File: config.mk
export PLATFORM = sky130hd
export DESIGN_NAME = cfg_reg_center
export DESIGN_NICKNAME = d
export VERILOG_FILES = /design/src/rtl/cfg_reg_center_pkg.sv /design/src/rtl/cfg_intr_collector.sv /design/src/rtl/cfg_reg_center.sv
export SDC_FILE = /design/constraint.sdc
export NUM_CORES = 1
export LEC_CHECK = 0
export CAP_MARGIN = 25
export CORE_AREA = 2 2 700 702
export CTS_CLUSTER_DIAMETER = 100
export DETAILED_ROUTE_END_ITERATION = 12
export DIE_AREA = 0 0 702 704
export PLACE_DENSITY_LB_ADDON = 0.08
export SYNTH_ARGS = -nofsm -noshare
export SYNTH_HDL_FRONTEND = slang
export SYNTH_SLANG_ARGS = --single-unit
File: constraint.sdc
create_clock -name clock -period 2.8 [get_ports clock]
set_input_delay 0.84 -clock clock [delete_from_list [all_inputs] [get_ports clock]]
set_output_delay 0.84 -clock clock [all_outputs]
set_load 0.02 [all_outputs]
File: src/rtl/cfg_reg_center_pkg.sv
// Purpose: shared types and helpers for the configuration register centre.
// Latency: n/a (types, constants and a combinational helper only).
// Backpressure: n/a.
package cfg_reg_center_pkg;

  // Control FSM of the register centre.
  typedef enum logic [2:0] {
    INIT,
    IDLE,
    MATCH,
    EXEC,
    RESP
  } state_t;

  // Default address of the W1C interrupt pending register.
  localparam logic [7:0] DEFAULT_INTR_ADDR = 8'hFF;

  // Upper bound on the slot count. The priority helper works at this width.
  localparam int MAX_NUM = 64;

  // Keeps only the lowest set bit of v. (~v + 1) is the two's complement of v.
  // ANDing it with v leaves only the least significant 1.
  function automatic logic [MAX_NUM-1:0] lowest_onehot(input logic [MAX_NUM-1:0] v);
    return v & (~v + 1'b1);
  endfunction

endpackage

File: src/rtl/cfg_intr_collector.sv
// Purpose: per-slot trigger rising-edge detect, W1C pending register, irq.
// Latency: trigger edge -> pending in 2 edges; pending -> irq in 1 edge.
// Backpressure: none; a set and a clear of the same bit on one edge keep it set.
// Ports: clock, rst_n; en/trig per slot; clr_valid+clr_mask W1C clear;
//        pending per slot; irq = registered OR of pending.
module cfg_intr_collector #(
  parameter int NUM = 16
) (
  input  logic           clock,
  input  logic           rst_n,
  input  logic [NUM-1:0] en,
  input  logic [NUM-1:0] trig,
  input  logic           clr_valid,
  input  logic [NUM-1:0] clr_mask,
  output logic [NUM-1:0] pending,
  output logic           irq
);

  logic [NUM-1:0] trig_q;
  logic [NUM-1:0] trig_qq;
  logic [NUM-1:0] rise;
  logic [NUM-1:0] clr;

  // The edge is taken between two registered copies. Slots without an
  // interrupt source never report a rise.
  assign rise = en & trig_q & ~trig_qq;
  assign clr  = clr_valid ? clr_mask : '0;

  always_ff @(posedge clock or negedge rst_n) begin
    if (!rst_n) begin
      trig_q  <= '0;
      trig_qq <= '0;
      pending <= '0;
      irq     <= 1'b0;
    end else begin
      trig_q  <= trig;
      trig_qq <= trig_q;
      // The set term is ORed in after the clear, so a new event is never lost.
      pending <= (pending & ~clr) | rise;
      irq     <= |pending;
    end
  end

endmodule

File: src/rtl/cfg_reg_center.sv
// Purpose: host-facing register centre for NUM config slots, with address decode,
//          slot registers, default reload and interrupt aggregation.
// Latency: 3 cycles from accept to resp_valid; one request per 4 cycles.
// Backpressure: req_ready only in IDLE; resp_valid is a pulse with no stall.
// Ports: clock/rst_n; req_* host request; resp_* response pulse; slot_* packed
//        per-slot buses (slot i at [i*W +: W]); irq = any pending interrupt.
module cfg_reg_center
  import cfg_reg_center_pkg::*;
#(
  parameter int              NUM       = 16,
  parameter int              ASIZE     = 8,
  parameter int              DSIZE     = 32,
  parameter logic [ASIZE-1:0] INTR_ADDR = ASIZE'(DEFAULT_INTR_ADDR)
) (
  input  logic                 clock,
  input  logic                 rst_n,
  input  logic                 req_valid,
  output logic                 req_ready,
  input  logic                 req_write,
  input  logic [ASIZE-1:0]     req_addr,
  input  logic [DSIZE-1:0]     req_wdata,
  output logic                 resp_valid,
  output logic [DSIZE-1:0]     resp_rdata,
  output logic                 resp_err,
  input  logic [NUM*ASIZE-1:0] slot_addr,
  output logic [NUM*DSIZE-1:0] slot_wdata,
  input  logic [NUM*DSIZE-1:0] slot_rdata,
  input  logic [NUM*DSIZE-1:0] slot_default,
  input  logic [NUM-1:0]       slot_rst,
  input  logic [NUM-1:0]       slot_intr_en,
  input  logic [NUM-1:0]       slot_intr_trig,
  output logic                 irq
);

  // The pending register must fit in one data word, and the priority helper
  // only spans MAX_NUM slots.
  if (NUM < 1 || NUM > MAX_NUM || NUM > DSIZE) begin : g_bad_num
    $error("cfg_reg_center: NUM must be 1..64 and not exceed DSIZE");
  end

  state_t             state;
  logic               wr_q;
  logic [ASIZE-1:0]   addr_q;
  logic [DSIZE-1:0]   wdata_q;
  logic [NUM-1:0]     hit_q;
  logic               intr_hit_q;
  logic               err_q;

  logic [NUM-1:0]     match_vec;
  logic [NUM-1:0]     hit_sel;
  logic [DSIZE-1:0]   rd_mux;
  logic [DSIZE-1:0]   pend_ext;
  logic [NUM-1:0]     pending;
  logic [NUM-1:0]     host_wr;
  logic               clr_valid;

  // Address decode against the latched request. The lowest matching slot wins.
  always_comb begin
    match_vec = '0;
    for (int i = 0; i < NUM; i++) begin
      match_vec[i] = (slot_addr[i*ASIZE +: ASIZE] == addr_q);
    end
    hit_sel = NUM'(lowest_onehot(MAX_NUM'(match_vec)));
  end

  // Readback mux. hit_q is one-hot or zero, so an OR reduction is enough.
  always_comb begin
    rd_mux = '0;
    for (int i = 0; i < NUM; i++) begin
      if (hit_q[i]) begin
        rd_mux = rd_mux | slot_rdata[i*DSIZE +: DSIZE];
      end
    end
    pend_ext = '0;
    pend_ext[NUM-1:0] = pending;
  end

  assign host_wr   = (state == EXEC && wr_q) ? hit_q : '0;
  assign clr_valid = (state == EXEC) && wr_q && intr_hit_q;

  always_ff @(posedge clock or negedge rst_n) begin
    if (!rst_n) begin
      state      <= INIT;
      req_ready  <= 1'b0;
      resp_valid <= 1'b0;
      resp_rdata <= '0;
      resp_err   <= 1'b0;
      wr_q       <= 1'b0;
      addr_q     <= '0;
      wdata_q    <= '0;
      hit_q      <= '0;
      intr_hit_q <= 1'b0;
      err_q      <= 1'b0;
    end else begin
      case (state)
        INIT: begin
          state     <= IDLE;
          req_ready <= 1'b1;
        end
        IDLE: begin
          if (req_valid) begin
            wr_q      <= req_write;
            addr_q    <= req_addr;
            wdata_q   <= req_wdata;
            req_ready <= 1'b0;
            state     <= MATCH;
          end
        end
        MATCH: begin
          // The interrupt register shadows any slot mapped at the same address.
          intr_hit_q <= (addr_q == INTR_ADDR);
          hit_q      <= (addr_q == INTR_ADDR) ? '0 : hit_sel;
          err_q      <= (addr_q != INTR_ADDR) && !(|match_vec);
          state      <= EXEC;
        end
        EXEC: begin
          resp_valid <= 1'b1;
          resp_err   <= err_q;
          if (err_q || wr_q) begin
            resp_rdata <= '0;
          end else if (intr_hit_q) begin
            resp_rdata <= pend_ext;
          end else begin
            resp_rdata <= rd_mux;
          end
          state <= RESP;
        end
        RESP: begin
          resp_valid <= 1'b0;
          resp_rdata <= '0;
          resp_err   <= 1'b0;
          req_ready  <= 1'b1;
          state      <= IDLE;
        end
        default: begin
          state     <= IDLE;
          req_ready <= 1'b1;
        end
      endcase
    end
  end

  // Slot registers. A host write beats a same-edge reload. This lets a slot
  // whose reload is fed back from its own register produce a one-cycle pulse.
  always_ff @(posedge clock or negedge rst_n) begin
    if (!rst_n) begin
      slot_wdata <= '0;
    end else begin
      for (int i = 0; i < NUM; i++) begin
        if (host_wr[i]) begin
          slot_wdata[i*DSIZE +: DSIZE] <= wdata_q;
        end else if (state == INIT || slot_rst[i]) begin
          slot_wdata[i*DSIZE +: DSIZE] <= slot_default[i*DSIZE +: DSIZE];
        end
      end
    end
  end

  cfg_intr_collector #(
    .NUM (NUM)
  ) u_intr (
    .clock     (clock),
    .rst_n     (rst_n),
    .en        (slot_intr_en),
    .trig      (slot_intr_trig),
    .clr_valid (clr_valid),
    .clr_mask  (wdata_q[NUM-1:0]),
    .pending   (pending),
    .irq       (irq)
  );

endmodule

Fig. 1: clock distribution
The bar under the picture is 200 um long.
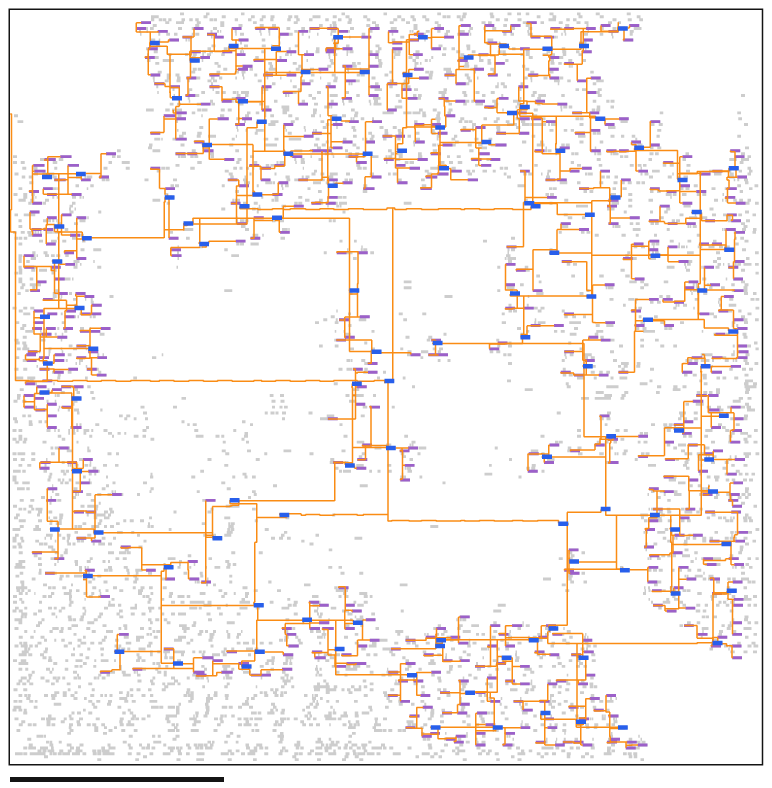
Blue marks clock-net drivers, count 118. Orange marks clock wires, length 19100 um. Purple marks flip-flops, count 658.
There are 119 routed clock nets.

Fig. 2: signal wires on met3
Cells faint in the background.
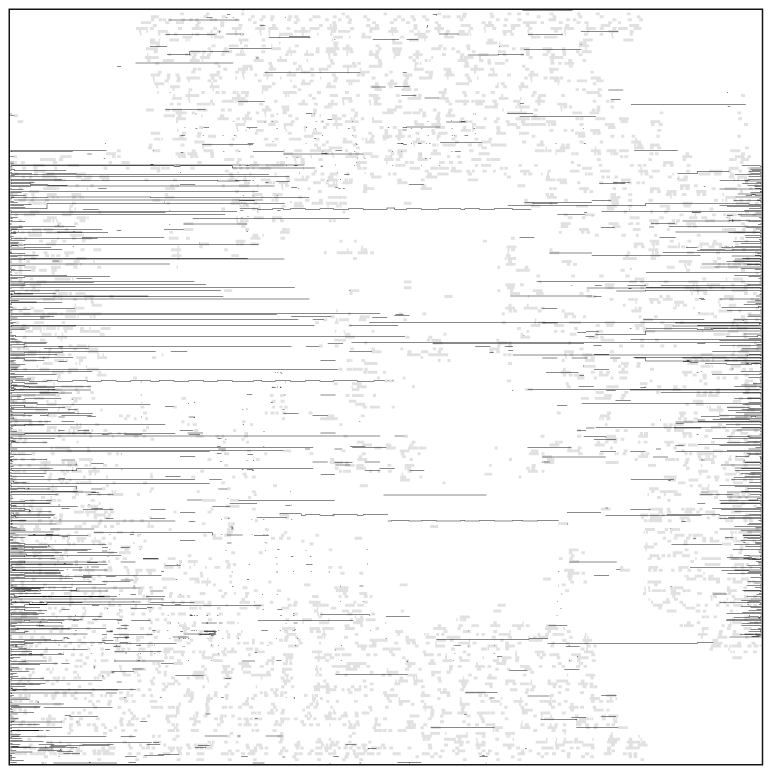
The layer holds 8.7% of the routed length. The wires run mostly horizontal. The longest straight run is 383 um. 1055 nets have wire on it. The layer carries 37.1 mm of wire.

==> metrics.cfg <==
[status]
outcome=finished with violations
violations=setup timing

[die]
coreArea_sq_um=487000
ios=1792

[setup_path]
r2r-end=resp_rdata[4]
crit_family=AND-OR/OR-AND gates
crit_top_cell=buf_4
r2r_cells=7
cp_max_fo=4

[drt]
drt_iter0_drc=2112
via_count=36100
drcViolationCount=0

[global_route]
grt_max_degree=87
grt_pass1_wl_um=517000
grtUsageTotal_pct=16.7
grt_overflow=0

[final_timing]
min_period_ns=2.84
final-setup-viol-count=1
setup_ws_ns=-0.0354

[synthesis]
synth_area_sq_um=33400
ff_type=dfrtp_1
yosys_warnings=0
area_leaders=dfrtp_1 49%, mux2i_1 15%, nand2_1 6.9%

[placement]
place_hpwl_um=356000
globalplace.congestion=0.823
place_ws_ns=-0.822
portBuffers=1791

[clock_network]
tritoncts=built
cts_root_buffer=clkbuf_16

[cells_and_area]
drive_gt1_share_pct=14.0

Fig. 3: wire density map
The bar under the picture is 200 um long. 35 x 35 tiles, from white (low) to dark blue (high), scaled to the fullest tile. Values are wire area over tile area, all layers added.
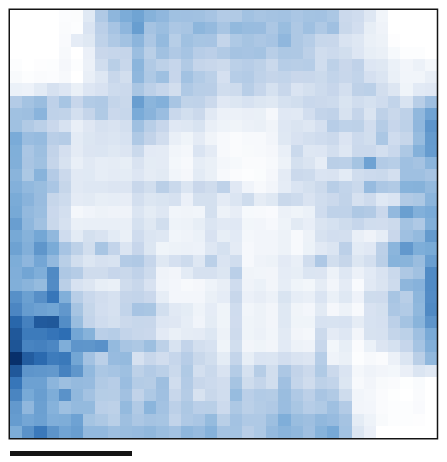
The mean over all tiles is 0.14. 6.9% of the tiles are over half the peak. The densest ninth of the die: bottom left. The emptiest ninth of the die: middle. The fullest tile reaches 0.59. 5.1% of the tiles are nearly empty.

==> where the power goes <==
group / switching, W / internal, W / total (W)
Clock: 0.00632 / 0.00928 / 0.0156
Sequential: 0.00651 / 0.0127 / 0.0192
Combinational: 0.0169 / 0.0102 / 0.0271
==> state kept, by name, indices dropped and copies added (netlist names) <==
signal / count
resp_valid: 1
u_intr.pending: 16
u_intr.trig_qq: 16
resp_err: 1
wr_q: 1
u_intr.irq: 1
resp_rdata: 32
wdata_q: 32
req_ready: 1
slot_wdata: 512
intr_hit_q: 1
state: 3
hit_q: 16
u_intr.trig_q: 16
err_q: 1
addr_q: 8
==> worst min-delay path by stage <==
| stage | to | depth (start not counted) | startpoint |
|---|---|---|---|
| final | u_intr.trig_qq[8] | 0 | u_intr.trig_q[8] |
| after global placement | u_intr.trig_qq[1] | 0 | u_intr.trig_q[1] |
| after detailed placement | u_intr.trig_qq[8] | 0 | u_intr.trig_q[8] |
| after global routing | u_intr.trig_q[7] | 1 | slot_intr_trig[7] |
| after floorplan | u_intr.trig_qq[0] | 0 | u_intr.trig_q[0] |
| after CTS | u_intr.trig_q[7] | 1 | slot_intr_trig[7] |
==> stage by stage <==
step | power (W) | std cells
after floorplan | 0.0266 | 3319
after global placement | 0.0499 | 11500
after detailed placement | 0.0499 | 11500
after CTS | 0.0650 | 11800
after global routing | 0.0657 | 11800
final | 0.0619 | 11900
==> synthesized netlist by cell type, types with 2 or more instances <==
cell       count
nor2_2        10
o21ai_1      124
clkbuf_1     110
a22o_1        39
a221oi_1      38
nand2b_1       4
buf_4         18
nand4_1       28
dfrtp_1      658
a22oi_1      148
and2_1        17
nor4_1        27
o21ai_0      457
a32o_1        12
xor2_1        94
mux2i_1      512
inv_1          3
a222oi_1      16
a21oi_1        3
nand3_1       46
buf_2        131
nor3_2         2
nor3_1         2
a2111oi_0     16
xnor2_1       34
buf_6         31
nand2_1      613
nor2_1        36
buf_1         32
mux2_2        41
==> area by class of cell <==
class	count	area [sq um]	share of cell area [%]
multi-input combinational	2335	15500	23.8
inverter	3	11.3	0.0174
sequential	658	16600	25.6
clock inverter	42	465	0.718
tap	6475	8100	12.5
clock buffer	173	3510	5.42
antenna	113	283	0.436
timing repair buffer	2078	20400	31.5
==> what timing repair did <==
item                                    CTS  global route
endpoints found under the hold margin     9             0
endpoints found under the setup margin  447            10
cloned                                    0             0
pin swaps                                 3             1
gates resized                           551            10
buffers inserted                         11             0
hold buffers                              1             0
==> worst register-to-register path, stage by stage (launching register included) <==
cell and delay (ns):
dfrtp_4 0.54, buf_4 0.19, a222oi_1 0.97, nand3_1 0.21, buf_4 0.19, a2111oi_2 0.32
buf_4 0.18, o21ai_0 0.09
==> cell families after synthesis <==
kind of cell           count (synthesis)  synth area share, %
flip-flops                           658                 49.3
XOR/XNOR                             128                 3.36
AND/OR/NAND/NOR                      794                 10.0
AND-OR/OR-AND                        860                 15.5
buffers and inverters                326                 5.06
multiplexers                         553                 16.7
==> routing by layer <==
layer	part of all wire [%]	global-route usage, %	up-vias
li1	-	-	15700
met5	0.30	0	-
met4	2.8	3.95	198
met3	8.7	6.69	758
met1	34	16.4	17700
met2	54	32.3	1721
No activity file was given, so power comes from the tool's default toggle rates.
